[config.mk]
export PLATFORM = sky130hd
export DESIGN_NAME = decode_pipe_reg_flat
export DESIGN_NICKNAME = d
export VERILOG_FILES = /design/src/rtl/decode_pipe_pkg.sv /design/src/rtl/decode_pipe_if.sv /design/src/rtl/decode_pipe_stage.sv /design/src/rtl/decode_pipe_reg.sv /design/src/flat_wrapper.sv
export SDC_FILE = /design/constraint.sdc
export NUM_CORES = 1
export LEC_CHECK = 0
export CAP_MARGIN = 20
export CORE_MARGIN = 1.5
export CORE_UTILIZATION = 53
export CTS_CLUSTER_DIAMETER = 100
export DETAILED_ROUTE_END_ITERATION = 8
export GPL_TIMING_DRIVEN = 0
export MAX_ROUTING_LAYER = met4
export PLACE_DENSITY = 0.84
export SLEW_MARGIN = 25
export SYNTH_ARGS = -nofsm -noshare
export SYNTH_HDL_FRONTEND = slang
export SYNTH_SLANG_ARGS = --single-unit
[constraint.sdc]
create_clock -name CLK -period 3.9 [get_ports CLK]
set_clock_uncertainty 0.15 [all_clocks]
set_input_delay 0.39 -clock CLK [delete_from_list [all_inputs] [get_ports CLK]]
set_output_delay 0.39 -clock CLK [all_outputs]
set_load 0.005 [all_outputs]
[src/rtl/decode_pipe_pkg.sv]
`default_nettype none
// ============================================================================
//  Module      : decode_pipe_pkg
//  Description : Decode-stage control word layout, bubble kill mask and
//                pack/unpack helpers shared by the decode pipeline register.
//  Revision    : 1.0 - initial parametrised elastic version
// ============================================================================
package decode_pipe_pkg;

    // Total width of the packed decode control word.
    localparam int DEC_CTRL_W = 20;

    // Field positions, MSB first: AR, BR, ALU, input, wren, writeAd, ADR_MUX,
    // write, PC_load, cond, op2.
    localparam int DEC_AR_LSB      = 19;
    localparam int DEC_AR_W        = 1;
    localparam int DEC_BR_LSB      = 18;
    localparam int DEC_BR_W        = 1;
    localparam int DEC_ALU_LSB     = 14;
    localparam int DEC_ALU_W       = 4;
    localparam int DEC_INPUT_LSB   = 13;
    localparam int DEC_INPUT_W     = 1;
    localparam int DEC_WREN_LSB    = 12;
    localparam int DEC_WREN_W      = 1;
    localparam int DEC_WRITEAD_LSB = 9;
    localparam int DEC_WRITEAD_W   = 3;
    localparam int DEC_ADRMUX_LSB  = 8;
    localparam int DEC_ADRMUX_W    = 1;
    localparam int DEC_WRITE_LSB   = 7;
    localparam int DEC_WRITE_W     = 1;
    localparam int DEC_PCLOAD_LSB  = 6;
    localparam int DEC_PCLOAD_W    = 1;
    localparam int DEC_COND_LSB    = 3;
    localparam int DEC_COND_W      = 3;
    localparam int DEC_OP2_LSB     = 0;
    localparam int DEC_OP2_W       = 3;

    // Bits with architectural side effects; these must read 0 on a bubble.
    localparam logic [DEC_CTRL_W-1:0] DEC_KILL_MASK =
        (DEC_CTRL_W'(1) << DEC_WREN_LSB)  |
        (DEC_CTRL_W'(1) << DEC_WRITE_LSB) |
        (DEC_CTRL_W'(1) << DEC_PCLOAD_LSB);

    typedef struct packed {
        logic       ar;
        logic       br;
        logic [3:0] alu;
        logic       inp;
        logic       wren;
        logic [2:0] write_ad;
        logic       adr_mux;
        logic       write;
        logic       pc_load;
        logic [2:0] cond;
        logic [2:0] op2;
    } dec_ctrl_t;

    function automatic logic [DEC_CTRL_W-1:0] dec_pack(input dec_ctrl_t c);
        return c;
    endfunction

    function automatic dec_ctrl_t dec_unpack(input logic [DEC_CTRL_W-1:0] w);
        return dec_ctrl_t'(w);
    endfunction

endpackage
`default_nettype wire

[src/rtl/decode_pipe_if.sv]
`default_nettype none
// ============================================================================
//  Module      : decode_pipe_if
//  Description : Upstream/downstream handshake bundle of the decode pipeline
//                register, plus its occupancy status.
//  Revision    : 1.0 - initial version
// ============================================================================
interface decode_pipe_if
    import decode_pipe_pkg::*;
#(
    parameter int DATA_W = DEC_CTRL_W,
    parameter int OCC_W  = 2
);
    logic [DATA_W-1:0] data_IN;
    logic              valid_IN;
    logic              ready_OUT;
    logic [DATA_W-1:0] data_OUT;
    logic              valid_OUT;
    logic              ready_IN;
    logic [OCC_W-1:0]  occ_OUT;

    // Environment side: drives the word and downstream ready.
    modport master (
        output data_IN, valid_IN, ready_IN,
        input  ready_OUT, data_OUT, valid_OUT, occ_OUT
    );

    // Pipeline side.
    modport slave (
        input  data_IN, valid_IN, ready_IN,
        output ready_OUT, data_OUT, valid_OUT, occ_OUT
    );
endinterface
`default_nettype wire

[src/rtl/decode_pipe_stage.sv]
`default_nettype none
// ============================================================================
//  Module      : decode_pipe_stage
//  Description : One elastic stage: main register plus a skid register so
//                that ready depends only on local registered state.
//  Revision    : 1.0 - initial version
// ============================================================================
module decode_pipe_stage
    import decode_pipe_pkg::*;
#(
    parameter int DATA_W = DEC_CTRL_W
) (
    input  wire logic              clk,
    input  wire logic              rst,
    input  wire logic              i_flush,
    input  wire logic [DATA_W-1:0] i_data,
    input  wire logic              i_valid,
    output logic                   o_ready,
    output logic [DATA_W-1:0]      o_data,
    output logic                   o_valid,
    input  wire logic              i_ready,
    output logic [1:0]             o_occ
);

    logic              r_mv;
    logic              r_sv;
    logic [DATA_W-1:0] r_md;
    logic [DATA_W-1:0] r_sd;
    logic              w_main_free;

    // Main slot can load when empty or when its word leaves this cycle.
    assign w_main_free = !r_mv || i_ready;

    // Main/skid update: reset, then flush, then refill or skid capture.
    always_ff @(posedge clk) begin
        if (rst) begin
            r_mv <= 1'b0;
            r_sv <= 1'b0;
            r_md <= '0;
            r_sd <= '0;
        end else if (i_flush) begin
            // Payloads are kept; only the valid bits are dropped.
            r_mv <= 1'b0;
            r_sv <= 1'b0;
        end else if (w_main_free) begin
            if (r_sv) begin
                // Skid is older than anything upstream, so it goes first.
                r_md <= r_sd;
                r_mv <= 1'b1;
                r_sv <= 1'b0;
            end else begin
                r_md <= i_data;
                r_mv <= i_valid;
            end
        end else if (i_valid && !r_sv) begin
            r_sd <= i_data;
            r_sv <= 1'b1;
        end
    end

    assign o_ready = !r_sv;
    assign o_valid = r_mv;
    assign o_data  = r_md;
    assign o_occ   = {1'b0, r_mv} + {1'b0, r_sv};

endmodule
`default_nettype wire

[src/rtl/decode_pipe_reg.sv]
`default_nettype none
// ============================================================================
//  Module      : decode_pipe_reg
//  Description : DEPTH cascaded elastic stages carrying the decode control
//                word to execute, with flush, bubble masking of side-effect
//                bits and an occupancy count. DEPTH legal range is 1..8.
//  Revision    : 1.0 - initial parametrised elastic version
// ============================================================================
module decode_pipe_reg
    import decode_pipe_pkg::*;
#(
    parameter int                 DATA_W    = DEC_CTRL_W,
    parameter int                 DEPTH     = 1,
    parameter logic [DATA_W-1:0]  KILL_MASK = '0
) (
    input  wire logic     CLK,
    input  wire logic     RST,
    input  wire logic     FLUSH_IN,
    decode_pipe_if.slave  bus
);

    localparam int c_OCC_W = $clog2(2*DEPTH+1);

    // Index k is the input of stage k; index DEPTH is the pipeline output.
    logic [DATA_W-1:0] w_data [DEPTH+1];
    logic [DEPTH:0]    w_valid;
    logic [DEPTH:0]    w_ready;
    logic [1:0]        w_stage_occ [DEPTH];
    logic [c_OCC_W-1:0] w_occ_sum;

    assign w_data[0]      = bus.data_IN;
    assign w_valid[0]     = bus.valid_IN;
    assign w_ready[DEPTH] = bus.ready_IN;

    for (genvar k = 0; k < DEPTH; k++) begin : g_stage
        decode_pipe_stage #(
            .DATA_W (DATA_W)
        ) u_stage (
            .clk     (CLK),
            .rst     (RST),
            .i_flush (FLUSH_IN),
            .i_data  (w_data[k]),
            .i_valid (w_valid[k]),
            .o_ready (w_ready[k]),
            .o_data  (w_data[k+1]),
            .o_valid (w_valid[k+1]),
            .i_ready (w_ready[k+1]),
            .o_occ   (w_stage_occ[k])
        );
    end

    // Occupancy: total of all main and skid valid bits across stages.
    always_comb begin
        w_occ_sum = '0;
        for (int k = 0; k < DEPTH; k++) begin
            w_occ_sum = w_occ_sum + c_OCC_W'(w_stage_occ[k]);
        end
    end

    // Held off during reset so nothing is handed over while state clears.
    assign bus.ready_OUT = !RST && w_ready[0];
    assign bus.valid_OUT = w_valid[DEPTH];
    assign bus.data_OUT  = w_valid[DEPTH] ? w_data[DEPTH]
                                          : (w_data[DEPTH] & ~KILL_MASK);
    assign bus.occ_OUT   = w_occ_sum;

endmodule
`default_nettype wire

[src/flat_wrapper.sv]
// flat-port wrapper written by rule: the top's interface ports become plain ports
module decode_pipe_reg_flat import decode_pipe_pkg::*;
#(
    parameter int                 DATA_W    = DEC_CTRL_W,
    parameter int                 DEPTH     = 1,
    parameter logic [DATA_W-1:0]  KILL_MASK = '0
)
  (CLK, RST, FLUSH_IN, bus_data_IN, bus_valid_IN, bus_ready_IN, bus_ready_OUT, bus_data_OUT, bus_valid_OUT, bus_occ_OUT);
  decode_pipe_if #(.DATA_W(DATA_W), .OCC_W(($clog2(2*DEPTH+1)))) bus_i ();
  input  wire logic CLK;
  input  wire logic RST;
  input  wire logic FLUSH_IN;
  input wire logic [$bits(bus_i.data_IN)-1:0] bus_data_IN;
  input wire logic [$bits(bus_i.valid_IN)-1:0] bus_valid_IN;
  input wire logic [$bits(bus_i.ready_IN)-1:0] bus_ready_IN;
  output wire logic [$bits(bus_i.ready_OUT)-1:0] bus_ready_OUT;
  output wire logic [$bits(bus_i.data_OUT)-1:0] bus_data_OUT;
  output wire logic [$bits(bus_i.valid_OUT)-1:0] bus_valid_OUT;
  output wire logic [$bits(bus_i.occ_OUT)-1:0] bus_occ_OUT;
  assign bus_i.data_IN = bus_data_IN;
  assign bus_i.valid_IN = bus_valid_IN;
  assign bus_i.ready_IN = bus_ready_IN;
  assign bus_ready_OUT = bus_i.ready_OUT;
  assign bus_data_OUT = bus_i.data_OUT;
  assign bus_valid_OUT = bus_i.valid_OUT;
  assign bus_occ_OUT = bus_i.occ_OUT;
  decode_pipe_reg #(.DATA_W(DATA_W), .DEPTH(DEPTH), .KILL_MASK(KILL_MASK)) u_core (.CLK(CLK), .RST(RST), .FLUSH_IN(FLUSH_IN), .bus(bus_i));
endmodule
==> run_1/floorplan.png <==
The bar under the picture is 20 µm long. Pins as bars on the die edge. Tap cells in grey.
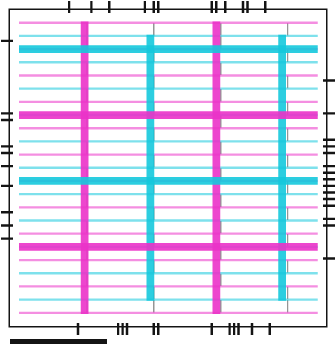
Key: magenta = VSS; cyan = VDD
4 straps on met5. 4 straps on met4. 23 met1 rails follow the rows.

==> run_1/class_map.png <==
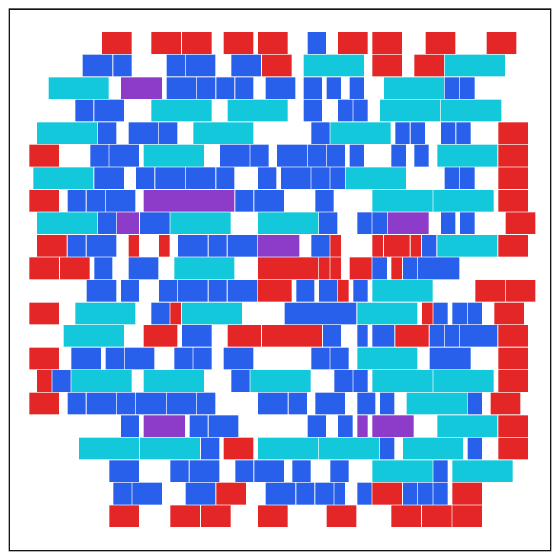
Key: cyan = registers [cells 42]; red = remaining buffers and delay cells [cells 67]; purple = clock drivers and dummy loads [cells 8]; blue = remaining logic cells [cells 148]

==> run_1/clock_wires.png <==
The bar under the picture is 20 µm long.
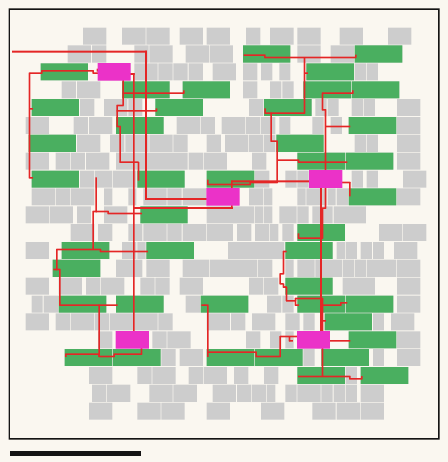
Key: magenta = clock-net drivers [count 5]; red = clock wires [length 494 µm]; green = flip-flops [count 42]
There are 6 routed clock nets. Position of the flops: widely spread.

==> flow report, run 1 <==
===================================================================================
Floorplan Core Area                                                        3689 µm²
Clock latency of the later-clocked register in the worst-skew pair          0.31 ns
Chip Height                                                                65.19 µm
Yosys-reported design area after synthesis                                 2049 µm²
Final non-filler cell area                                                 2690 µm²
Type of destination of the critical path                                 output pin
Vias                                                                           1625
Number of nets at floorplan                                                     236
Kind of start point of the critical path                                  flip-flop
Final tally of hold violations                                                    0
Met1 layer wirelength in the final routing                                 2.171 mm
Number of antenna cells inserted                                                  0
Share of flip-flops with an asynchronous set or reset                            0%
Total of hold buffers inserted after clock tree synthesis                         0
Overall power of the completed layout                                      915.1 µW
Startpoint of the most critical hold path                                       RST
OpenROAD warning count                                                           26
WP buf/inv                                                                        3
Global-route congestion overflow total                                            0
Clock Power Share                                                             37.4%
Uppermost layer routed                                                         met4
Setup total negative slack                                                     0 ns
Setup repair bufs after CTS                                                       0
Ratio of final minimum period to clock period                                52.77%
Heaviest power group                                                   sequential cells
Power drawn by the combinational cells                                       123 µW
GR Layer Usage met1                                                          30.16%
Half-perimeter wire length after placement                                 3.107 mm
Maximum fanout along the worst path                                              10
Global routing usage on met3                                                 4.623%
Busiest metal layer after global routing                                       met2
Primary flip-flop cell chosen by synthesis mapping                          dfxtp_1
Final critical path time including I/O delays and setup                    2.058 ns
Worst Hold End                                                         u_core.g_stage[0].u_stage.r_sd[16]
Status                                                                 complete, no violations
Area Overhead vs Synth                                                       31.26%
Count of instantiated cells in the yosys netlist                                210
Pin count of the biggest net entering global routing                             14
Filler cell count in the final layout                                           284
FP Core Util                                                                 55.56%
Maximum vdd ir drop                                                       0.2237 mV
Leakage power                                                          0.0008995 µW
DR WL met3                                                                   150 µm
Slowest-stage cell, CP                                                 clkdlybuf4s50_1
Via count of the first global-routing pass                                     1503
Power density over the cells                                           340.2 nW/µm²
Input/output buffers                                                             47
Count of cell types in the netlist                                               19
Violation count after the first detailed-route iteration                        130
Final weighted congestion of routability-driven global placement             0.7746
CTS tree                                                                      built
Count of yosys warnings during synthesis                                          0
Routed wire length on met2                                                 1.794 mm
Antenna violations before repair                                                  0
Setup Crit Path Kind                                                   flip-flop to output pin
Top-count cell post-synth                                                   dfxtp_1
Hold WS                                                                   0.3204 ns
Hold Crit Depth                                                                   3
Achievable clock frequency                                                485.9 MHz
Slack of the worst reg-to-reg path                                          2.39 ns
Total Wirelength                                                           4.202 mm
Sw Ratio                                                                     22.71%
Overall chip area                                                          4249 µm²
Net load switching power                                                   207.8 µW
Fraction of layout cells with a size suffix above 1                          6.792%
Ordered cell list for the critical path                                buf_6, buf_12, nor2_1, clkdlybuf4s50_1
Top delay family on crit path                                          buffers and inverters
Maximum level of the CTS H-tree                                                   2
Cells taking the most area after synthesis                             dfxtp_1 (41%), mux2i_1 (20%), nand2b_1 (12%)
Synthesized netlist cell count                                                  210
Post-detailed-route wirelength per cell                                    13.42 µm
Post-CTS resize count                                                             0
Post-place setup slack                                                     1.870 ns
Cell Count Post-Placement                                                       305
CTS sink count                                                                   42
MaxCap Viol Count                                                                 0
Reg-to-Reg End                                                         u_core.g_stage[0].u_stage.o_data[15]
Count of final setup violators                                                    0
Buffer cell driving the clock tree root                                    clkbuf_8
Met2 GRT Util                                                                32.40%
Count of standard-cell rows                                                      22
Post-synthesis sequential area ratio                                         41.03%
Highest-count cells in the layout ignoring fill and taps               clkdlybuf4s50_1 (47), dfxtp_1 (42), nand2b_1 (40), mux2i_1 (40)
Sequential-cell power consumption                                            450 µW
Average via count per standard cell                                           5.192
Number of buffers on the longest clock path                                       2
Register share of total power                                                 49.1%
GRT Resource Usage Total                                                     22.26%
Worst min-delay path class                                             input pin to flip-flop
Final cell utilization of the core                                           72.93%
Cts bufs inserted                                                                 5
Relative slew slack                                                          76.45%
Count of placed standard cells in the final layout, fillers left out            313
Count of flip-flops with a built-in enable after synthesis                        0
CP Data Required Time                                                       3.36 ns
Post-synthesis instance area                                               2049 µm²
Number of cells on the critical path                                              4
Final WS setup                                                             1.842 ns
Combinational power share                                                     13.4%
Number of top-level pins                                                         49
Clock transition at path regs                                               0.08 ns
Worst setup path startpoint                                            u_core.g_stage[0].u_stage.r_sv
Maximum cell stage delay along the critical path                            0.50 ns
Ys flops                                                                         42
Most numerous cell types in the synthesized netlist                    dfxtp_1 (42), mux2i_1 (40), nand2b_1 (40)
FF-to-FF Start                                                         u_core.g_stage[0].u_stage.o_valid
Internal Dissipation                                                       707.3 µW
DRC violation count after routing                                                 0
Wire length of the first global-routing pass                               7.024 mm
Final ANT Viol Nets                                                               0
===================================================================================
[run 1: logic make-up after synthesis]
| group | share of synthesized area, % |
|---|---|
| AND-OR/OR-AND | 10.13 |
| adder cells (fa/ha/maj) | 0.6104 |
| buffers and inverters | 7.204 |
| flip-flops | 41.03 |
| multiplexers | 19.54 |
| AND/OR/NAND/NOR | 21.49 |
[run 1: final cells by class]
cell class | count | area, µm² | share of cell area [%]
Clock inverter | 2 | 37.54 | 1.395
Clock buffer | 6 | 72.57 | 2.698
Tap cell | 48 | 60.06 | 2.233
Timing Repair Buffer | 47 | 470.5 | 17.49
Multi-Input combinational cell | 148 | 1061 | 39.44
Sequential cell | 42 | 840.8 | 31.26
Buffer | 20 | 147.6 | 5.488
==> run 1 -> run 2 <==
--- a/config.mk
+++ b/config.mk
@@ -7,12 +7,12 @@
 export LEC_CHECK = 0
 export CAP_MARGIN = 20
 export CORE_MARGIN = 1.5
-export CORE_UTILIZATION = 53
+export CORE_UTILIZATION = 44
 export CTS_CLUSTER_DIAMETER = 100
 export DETAILED_ROUTE_END_ITERATION = 8
 export GPL_TIMING_DRIVEN = 0
 export MAX_ROUTING_LAYER = met4
-export PLACE_DENSITY = 0.84
+export PLACE_DENSITY = 0.75
 export SLEW_MARGIN = 25
 export SYNTH_ARGS = -nofsm -noshare
 export SYNTH_HDL_FRONTEND = slang
==> constraint.sdc (replaced) <==
create_clock -name CLK -period 1.8 [get_ports CLK]
set_clock_uncertainty 0.15 [all_clocks]
set_input_delay 0.18 -clock CLK [delete_from_list [all_inputs] [get_ports CLK]]
set_output_delay 0.18 -clock CLK [all_outputs]
set_load 0.005 [all_outputs]
==> run_2/clock_nets.png <==
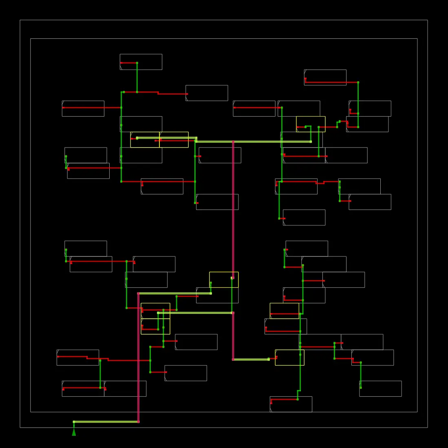
clock buffer count: 8
clock group total power: 706 µW
cts bufs inserted: 5
clock latency of the later-clocked register in the worst-skew pair: 0.29 ns

==> run 2 against run 1 <==
Compared with the run above: total power is 110% higher; synthesized cell count stayed put; critical path depth is 2 lower; utilization is 12 points lower; final cell count is 1.3% higher; routed wire length is 0.40% higher; critical path type unchanged; clock power is 110% higher; non-clock buffer count stayed put; die area is 19% higher; combinational power is 110% higher; area after synthesis stayed put.
==> flow report, run 2 <==
===================================================================================
Maximum vdd ir drop                                                       0.4765 mV   +110%
Total Wirelength                                                           4.219 mm   +0.40%
Post-place setup slack                                                  -0.01536 ns   -1.885 ns
Number of top-level pins                                                         49   unchanged
Slowest-stage cell, CP                                                 clkdlybuf4s50_1
Overall power of the completed layout                                       1944 µW   +110%
Post-synthesis sequential area ratio                                         41.03%   unchanged
Final WS setup                                                           0.05248 ns   -1.789 ns
CP Data Required Time                                                       1.47 ns   -1.89 ns
Combinational power share                                                     13.6%   +0.2 points
Relative slew slack                                                          75.51%   -0.94 points
Count of placed standard cells in the final layout, fillers left out            317   +1.3%
Status                                                                 complete, no violations
Top delay family on crit path                                          buffers and inverters
Post-detailed-route wirelength per cell                                    13.31 µm   -0.86%
Number of nets at floorplan                                                     236   unchanged
Leakage power                                                          0.0009074 µW   +0.87%
Count of standard-cell rows                                                      24   +9.1%
Final weighted congestion of routability-driven global placement             0.7832   +1.1%
Count of flip-flops with a built-in enable after synthesis                        0   unchanged
Hold WS                                                                   0.1091 ns   -0.2113 ns
Post-CTS resize count                                                             1   +1
Worst setup path startpoint                                            u_core.g_stage[0].u_stage.o_valid
Post-synthesis instance area                                               2049 µm²   unchanged
Ys flops                                                                         42   unchanged
Busiest metal layer after global routing                                       met1
Fraction of layout cells with a size suffix above 1                          7.547%   +0.75 points
Wire length of the first global-routing pass                               7.203 mm   +2.5%
Final cell utilization of the core                                           61.05%   -12 points
Most numerous cell types in the synthesized netlist                    dfxtp_1 (42), mux2i_1 (40), nand2b_1 (40)
Overall chip area                                                          5077 µm²   +19%
Setup Crit Path Kind                                                   flip-flop to output pin
Startpoint of the most critical hold path                                       RST
Top-count cell post-synth                                                   dfxtp_1
Reg-to-Reg End                                                         u_core.g_stage[0].u_stage.o_data[7]
Sw Ratio                                                                     22.56%   -0.15 points
Via count of the first global-routing pass                                     1461   -2.8%
Highest-count cells in the layout ignoring fill and taps               clkdlybuf4s50_1 (46), dfxtp_1 (41), nand2b_1 (40), mux2i_1 (40)
Final non-filler cell area                                                 2695 µm²   +0.19%
Chip Height                                                                71.25 µm   +9.3%
Primary flip-flop cell chosen by synthesis mapping                          dfxtp_1
Ordered cell list for the critical path                                ha_1, clkdlybuf4s50_1
Maximum fanout along the worst path                                               4   -6
Pin count of the biggest net entering global routing                             13   -1
Heaviest power group                                                   sequential cells
GRT Resource Usage Total                                                     18.43%   -3.8 points
Violation count after the first detailed-route iteration                        156   +20%
Number of antenna cells inserted                                                  0   unchanged
Final critical path time including I/O delays and setup                    1.748 ns
Count of instantiated cells in the yosys netlist                                210   unchanged
Vias                                                                           1550   -4.6%
Antenna violations before repair                                                  0   unchanged
Internal Dissipation                                                        1505 µW   +110%
Count of cell types in the netlist                                               19   unchanged
Achievable clock frequency                                                572.2 MHz
Area Overhead vs Synth                                                       31.50%
Power density over the cells                                           721.2 nW/µm²   +110%
FP Core Util                                                                 46.43%   -9.1 points
Number of buffers on the longest clock path                                       2   unchanged
Final ANT Viol Nets                                                               0   unchanged
Share of flip-flops with an asynchronous set or reset                            0%   unchanged
CTS sink count                                                                   42   unchanged
Count of yosys warnings during synthesis                                          0   unchanged
Synthesized netlist cell count                                                  210   unchanged
Cell Count Post-Placement                                                       309   +1.3%
Buffer cell driving the clock tree root                                    clkbuf_8
Clock Power Share                                                             36.3%   -1.1 points
Half-perimeter wire length after placement                                 3.091 mm   -0.51%
Average via count per standard cell                                           4.890   -5.8%
Uppermost layer routed                                                         met4
Setup total negative slack                                                     0 ns   unchanged
Final tally of hold violations                                                    0   unchanged
Number of cells on the critical path                                              2   -2
Cells taking the most area after synthesis                             dfxtp_1 (41%), mux2i_1 (20%), nand2b_1 (12%)
Maximum level of the CTS H-tree                                                   2   unchanged
CTS tree                                                                      built
Routed wire length on met2                                                 1.713 mm   -4.5%
Count of final setup violators                                                    0   unchanged
Setup repair bufs after CTS                                                       0   unchanged
Clock transition at path regs                                               0.08 ns   about the same
FF-to-FF Start                                                         u_core.g_stage[0].u_stage.r_sv
Net load switching power                                                   438.5 µW   +110%
Total of hold buffers inserted after clock tree synthesis                         0   unchanged
Maximum cell stage delay along the critical path                            0.49 ns   about the same
Kind of start point of the critical path                                  flip-flop
Largest area contributor in the synthesized netlist                         dfxtp_1
Hold Crit Depth                                                                   3   unchanged
OpenROAD warning count                                                           26   unchanged
Sequential-cell power consumption                                            974 µW   +120%
Power drawn by the combinational cells                                       264 µW   +110%
Ratio of final minimum period to clock period                                97.08%
Global-route congestion overflow total                                            0   unchanged
Worst Hold End                                                         u_core.g_stage[0].u_stage.r_sd[17]
Met2 GRT Util                                                                24.59%   -7.8 points
Worst min-delay path class                                             input pin to flip-flop
WP buf/inv                                                                        1   -2
Floorplan Core Area                                                        4414 µm²   +20%
Met1 layer wirelength in the final routing                                 2.285 mm   +5.3%
DRC violation count after routing                                                 0   unchanged
===================================================================================
==> run_2/class_map.png <==
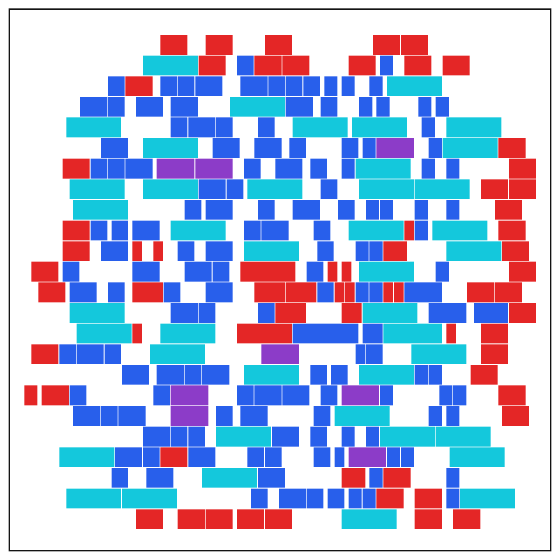
Key: cyan = registers [cells 42]; blue = remaining logic cells [cells 148]; red = remaining buffers and delay cells [cells 67]; purple = clock drivers and dummy loads [cells 8]

==> run 2: cell counts after synthesis <==
Identical to the previous run, type by type.
==> run 2: cell families (layout without fill, tap and decap cells) <==
family / Yosys count / count (layout) / synth area share (%)
buffers and inverters: 20 / 75 / 7.204
multiplexers: 40 / 40 / 19.54
AND/OR/NAND/NOR: 66 / 66 / 21.49
adder cells (fa/ha/maj): 1 / 1 / 0.6104
AND-OR/OR-AND: 41 / 41 / 10.13
flip-flops: 42 / 42 / 41.03
==> run 2: cell type report <==
| type | count | area [µm²] |
|---|---|---|
| buffer | 20 | 147.6 |
| sequential | 42 | 842.1 |
| timing repair buffer | 47 | 469.2 |
| multi-input combinational | 148 | 1061 |
| fill | 384 | 1719 |
| tap | 52 | 65.06 |
| clock buffer | 8 | 110.1 |
Power is estimated from default activity; no workload was simulated.
